--- config.mk ---
export PLATFORM = sky130hd
export DESIGN_NAME = combo_entry_controller
export DESIGN_NICKNAME = d
export VERILOG_FILES = /design/src/rtl/combo_entry_controller.sv
export SDC_FILE = /design/constraint.sdc
export NUM_CORES = 1
export LEC_CHECK = 0
export CAP_MARGIN = 20
export CELL_PAD_IN_SITES_DETAIL_PLACEMENT = 1
export CELL_PAD_IN_SITES_GLOBAL_PLACEMENT = 2
export CORE_AREA = 2 2 74 146
export DETAILED_ROUTE_END_ITERATION = 16
export DIE_AREA = 0 0 76 148
export GPL_ROUTABILITY_DRIVEN = 1
export PLACE_DENSITY = 0.71
export RECOVER_POWER = 100
export SLEW_MARGIN = 30
export SYNTH_ARGS = -nofsm -noshare
export SYNTH_HDL_FRONTEND = slang
export SYNTH_SLANG_ARGS = --single-unit
--- constraint.sdc ---
create_clock -name clk -period 2.4 [get_ports clk]
set_input_delay 0.48 -clock clk [delete_from_list [all_inputs] [get_ports clk]]
set_output_delay 0.48 -clock clk [all_outputs]
set_load 0.05 [all_outputs]
--- src/rtl/combo_entry_controller.sv ---
// Keypad combination-lock sequencer: collects digit entries, checks them against a volatile
// stored code, counts failed attempts, enforces a timed lockout and allows re-programming.
module combo_entry_controller #(
  parameter int unsigned                CODE_LEN       = 4,
  parameter int unsigned                MAX_TRIES      = 3,
  parameter int unsigned                LOCKOUT_CYCLES = 1000000,
  parameter int unsigned                TIMEOUT_CYCLES = 500000,
  parameter logic [CODE_LEN*4-1:0]      DEFAULT_CODE   = 16'h1234
) (
  input  logic       clk,
  input  logic       rst_n,
  input  logic       key_valid,
  input  logic [3:0] key_code,
  output logic       key_ready,
  output logic       lock,
  output logic       green,
  output logic       blue,
  output logic       locked_out,
  output logic [3:0] tries_left
);

  localparam int unsigned CW   = CODE_LEN * 4;
  localparam int unsigned CNTW = $clog2(CODE_LEN + 1);
  localparam int unsigned TMAX = (LOCKOUT_CYCLES > TIMEOUT_CYCLES) ? LOCKOUT_CYCLES : TIMEOUT_CYCLES;
  localparam int unsigned TW   = $clog2(TMAX + 1);

  localparam logic [3:0] KEY_CLEAR = 4'hA;
  localparam logic [3:0] KEY_ENTER = 4'hB;
  localparam logic [3:0] KEY_PROG  = 4'hC;

  typedef enum logic [2:0] {
    IDLE    = 3'd0,
    ENTRY   = 3'd1,
    CHECK   = 3'd2,
    OPEN    = 3'd3,
    PROGRAM = 3'd4,
    LOCKOUT = 3'd5
  } state_t;

  state_t          state_q, state_d;
  logic [CW-1:0]   buffer_q, buffer_d;
  logic [CNTW-1:0] count_q, count_d;
  logic [CW-1:0]   code_q, code_d;
  logic [3:0]      tries_q, tries_d;
  logic [TW-1:0]   timer_q, timer_d;

  logic            accept;
  logic            is_digit;
  logic            is_clear;
  logic            is_enter;
  logic            is_prog;
  logic            full;
  logic [CW-1:0]   buf_shift;
  logic [3:0]      tries_dec;

  always_ff @(posedge clk) begin
    if (!rst_n) begin
      state_q  <= IDLE;
      buffer_q <= '0;
      count_q  <= '0;
      code_q   <= DEFAULT_CODE;
      tries_q  <= 4'(MAX_TRIES);
      timer_q  <= '0;
    end else begin
      state_q  <= state_d;
      buffer_q <= buffer_d;
      count_q  <= count_d;
      code_q   <= code_d;
      tries_q  <= tries_d;
      timer_q  <= timer_d;
    end
  end

  // Moore outputs decoded from the registered state only.
  always_comb begin
    key_ready  = 1'b0;
    lock       = 1'b1;
    green      = 1'b0;
    blue       = 1'b0;
    locked_out = 1'b0;
    case (state_q)
      IDLE:    key_ready = 1'b1;
      ENTRY: begin
        key_ready = 1'b1;
        blue      = 1'b1;
      end
      OPEN: begin
        key_ready = 1'b1;
        lock      = 1'b0;
        green     = 1'b1;
      end
      PROGRAM: begin
        key_ready = 1'b1;
        lock      = 1'b0;
        green     = 1'b1;
        blue      = 1'b1;
      end
      LOCKOUT: locked_out = 1'b1;
      default: ;
    endcase
  end

  assign tries_left = tries_q;

  always_comb begin
    accept    = key_valid & key_ready;
    is_digit  = (key_code <= 4'd9);
    is_clear  = (key_code == KEY_CLEAR);
    is_enter  = (key_code == KEY_ENTER);
    is_prog   = (key_code == KEY_PROG);
    full      = (count_q == CNTW'(CODE_LEN));
    buf_shift = CW'({buffer_q, key_code});
    tries_dec = (tries_q != 4'd0) ? (tries_q - 4'd1) : 4'd0;
  end

  always_comb begin
    state_d  = state_q;
    buffer_d = buffer_q;
    count_d  = count_q;
    code_d   = code_q;
    tries_d  = tries_q;
    timer_d  = timer_q;

    case (state_q)
      IDLE: begin
        if (accept && is_digit) begin
          buffer_d = CW'(key_code);
          count_d  = CNTW'(1);
          timer_d  = TW'(TIMEOUT_CYCLES - 1);
          state_d  = ENTRY;
        end
      end

      ENTRY: begin
        // An accepted key always wins over timer expiry in the same cycle.
        if (accept) begin
          timer_d = TW'(TIMEOUT_CYCLES - 1);
          if (is_digit) begin
            if (!full) begin
              buffer_d = buf_shift;
              count_d  = count_q + CNTW'(1);
            end
          end else if (is_clear) begin
            buffer_d = '0;
            count_d  = '0;
          end else if (is_enter) begin
            state_d = CHECK;
          end
        end else if (timer_q == '0) begin
          buffer_d = '0;
          count_d  = '0;
          state_d  = IDLE;
        end else begin
          timer_d = timer_q - TW'(1);
        end
      end

      CHECK: begin
        buffer_d = '0;
        count_d  = '0;
        if (full && (buffer_q == code_q)) begin
          tries_d = 4'(MAX_TRIES);
          state_d = OPEN;
        end else begin
          tries_d = tries_dec;
          if (tries_dec == 4'd0) begin
            timer_d = TW'(LOCKOUT_CYCLES - 1);
            state_d = LOCKOUT;
          end else begin
            state_d = IDLE;
          end
        end
      end

      LOCKOUT: begin
        if (timer_q == '0) begin
          tries_d = 4'(MAX_TRIES);
          state_d = IDLE;
        end else begin
          timer_d = timer_q - TW'(1);
        end
      end

      OPEN: begin
        if (accept) begin
          if (is_enter) begin
            state_d = IDLE;
          end else if (is_prog) begin
            buffer_d = '0;
            count_d  = '0;
            state_d  = PROGRAM;
          end
        end
      end

      PROGRAM: begin
        if (accept) begin
          if (is_digit) begin
            if (!full) begin
              buffer_d = buf_shift;
              count_d  = count_q + CNTW'(1);
            end
          end else if (is_clear) begin
            buffer_d = '0;
            count_d  = '0;
          end else if (is_enter) begin
            // A short entry leaves the stored combination untouched.
            if (full) begin
              code_d = buffer_q;
            end
            buffer_d = '0;
            count_d  = '0;
            state_d  = OPEN;
          end
        end
      end

      default: begin
        buffer_d = '0;
        count_d  = '0;
        state_d  = IDLE;
      end
    endcase
  end

endmodule

metal_stack.png
Scale bar: 20 µm.
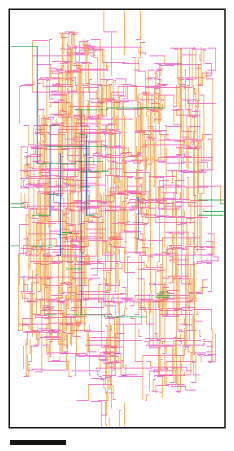
Key: met1 = magenta [wire length 3900 µm]; met2 = orange [wire length 6860 µm]; met3 = green [wire length 222 µm]; met4 = blue [wire length 225 µm]
post-DR wirelength/cell: 18.6 µm
global-route usage over all layers: 21.0%
total number of vias: 3281
Total Wirelength: 11200 µm

cell_classes.png
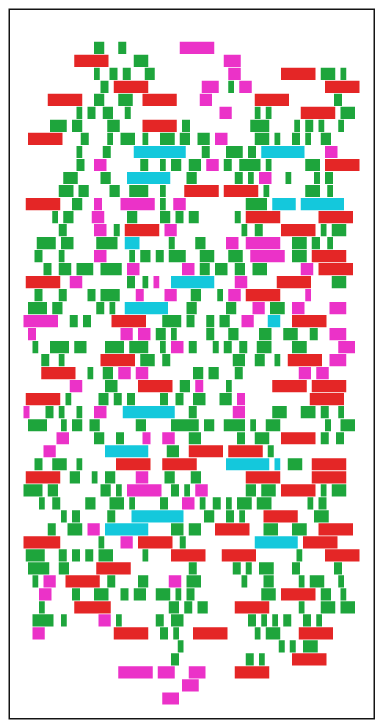
Key: clock drivers and dummy loads = cyan [cells 16]; all other logic = green [cells 316]; other buffers and delay cells = magenta [cells 74]; flip-flops = red [cells 62]
cell area after layout: 4330 µm²
core area: 10100 µm²
Final Util: 43.0%
num rows: 52
Seq/total area: 28.7%

registers.png
Scale bar: 20 µm. Other sequential cells in the stronger grey, the rest of the logic in the fainter grey.
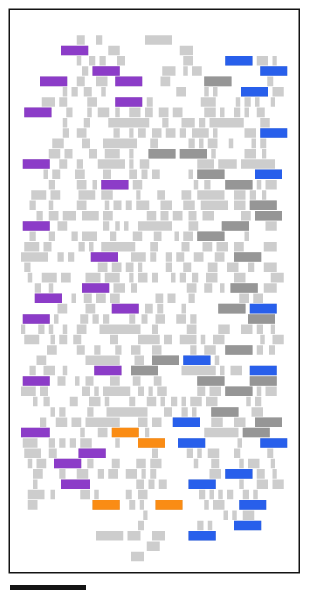
Key: tries_left = orange [flops 4, where bottom middle]; timer_q = purple [flops 20]; code_q = blue [flops 16]
Another 22 sequential cells are not coloured.
seq pwr: 1420 µW
FF/Latch Area: 1240 µm²

wire_density.png
Scale bar: 20 µm. The die is cut into 15 by 30 equal tiles; dark blue is low, red is high, scaled to the fullest tile. Values are wire area over tile area, all layers added.
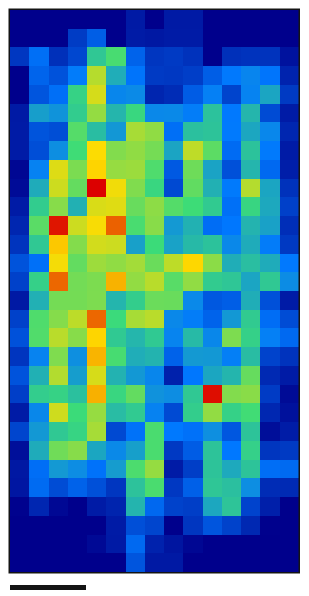
The mean over all tiles is 0.15. The fullest tile reaches 0.50. 23% of the tiles are over half the peak. 13% of the tiles are nearly empty.

final_congestion.png
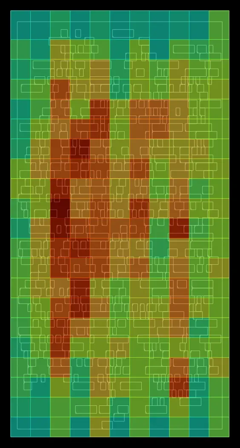
met1 Usage GRT: 19.4%
M2 GR Usage: 44.5%
gr busiest metal: met2
met3 Use GR: 3.97%

==> impl_metrics.json <==
{
  "ant_nets": 0,
  "htree_levels": 3,
  "async_reset_ff_share_pct": 0,
  "critical_path_depth": 6,
  "synth.distinct_cells": 53,
  "nWellTaps": 135,
  "dp_cells": 584,
  "logic_area_um2": 1890,
  "syn_inst": 401,
  "final_cells": 603,
  "hp-start": "code_q[14]",
  "buf_share_pct": 14.8,
  "max_stage_delay_ns": 0.57,
  "drtIter0Drc": 93,
  "cts_buffers": 9,
  "ys_seq_elements": 62,
  "largest_reg_flops": 20,
  "clockNetworkAreaShare_pct": 8.05,
  "first_pass_iters": 4,
  "cts_setup_buffers": 1,
  "clock.latency.late_pin_ns": 0.33,
  "place_area_um2": 3970,
  "final_cell_mix": "dfxtp_1, nand2_1, buf_4",
  "syn_area_per_cell_um2": 8.08,
  "ys_sh_xor_pct": 4.86,
  "max_slew_margin_pct": 61.2,
  "hpwl_um": 8700,
  "comb_power_uw": 2780,
  "fin_tns_setup_ns": 0,
  "sh_comb_area_pct": 43.6,
  "drc": 0,
  "status": "finished clean",
  "drive_above_1_share_pct": 21.6,
  "startpoint": "timer_q[7]",
  "fin_skew_ns": 0.00379,
  "setup_ws_ns": 0.0589,
  "top_layer": "met4",
  "ys_chip_area_um2": 3240,
  "largest_cell_class": "combinational gates",
  "layout.nets": 474,
  "ff2ff_path_depth": 6,
  "path_clk_slew_ns": 0.06,
  "pre_cts_ws_ns": -0.169,
  "synth.top_cell.area_share_pct": 38.3,
  "peakVddDrop_uv": 637,
  "cp_max_fo": 5,
  "grt_max_degree": 19,
  "setup_viol": 0,
  "place.gp.congestion": 0.848,
  "synth.area.mux_share_pct": 0,
  "p_int_uw": 3460,
  "core_util_floorplan_pct": 32.1,
  "diodes": 0,
  "nClkBuffers": 11,
  "worstSetupPathType": "reg2reg",
  "layout_min_cycle_time_ns": 2.34,
  "top_logic_kind": "AND-OR/OR-AND gates",
  "viasPerCell": 5.44,
  "die_y_um": 148,
  "cts_tree": "yes",
  "p_leak_uw": 0.00173,
  "syn_to_final_growth_pct": 33.7,
  "total_power_uw": 5720,
  "antenna_found_initial": 0,
  "ys_warn_count": 0,
  "ff_type": "dfxtp_1",
  "crit_required_ns": 2.62,
  "grt_pass1_wl_um": 18200,
  "crit_end": "timer_q[15]",
  "fin_hold_ws_ns": 0.464,
  "arrival_ns": 2.56,
  "p_per_area_nw_per_um2": 1320,
  "synth_top_cell_by_area": "dfxtp_1",
  "sw_frac_of_total_pct": 39.6,
  "maxSlewViolCount": 0,
  "cts_resized": 4,
  "power_frac_clock_pct": 26.6
}
Power figures rest on the tool's default switching activity, not on a simulated workload.
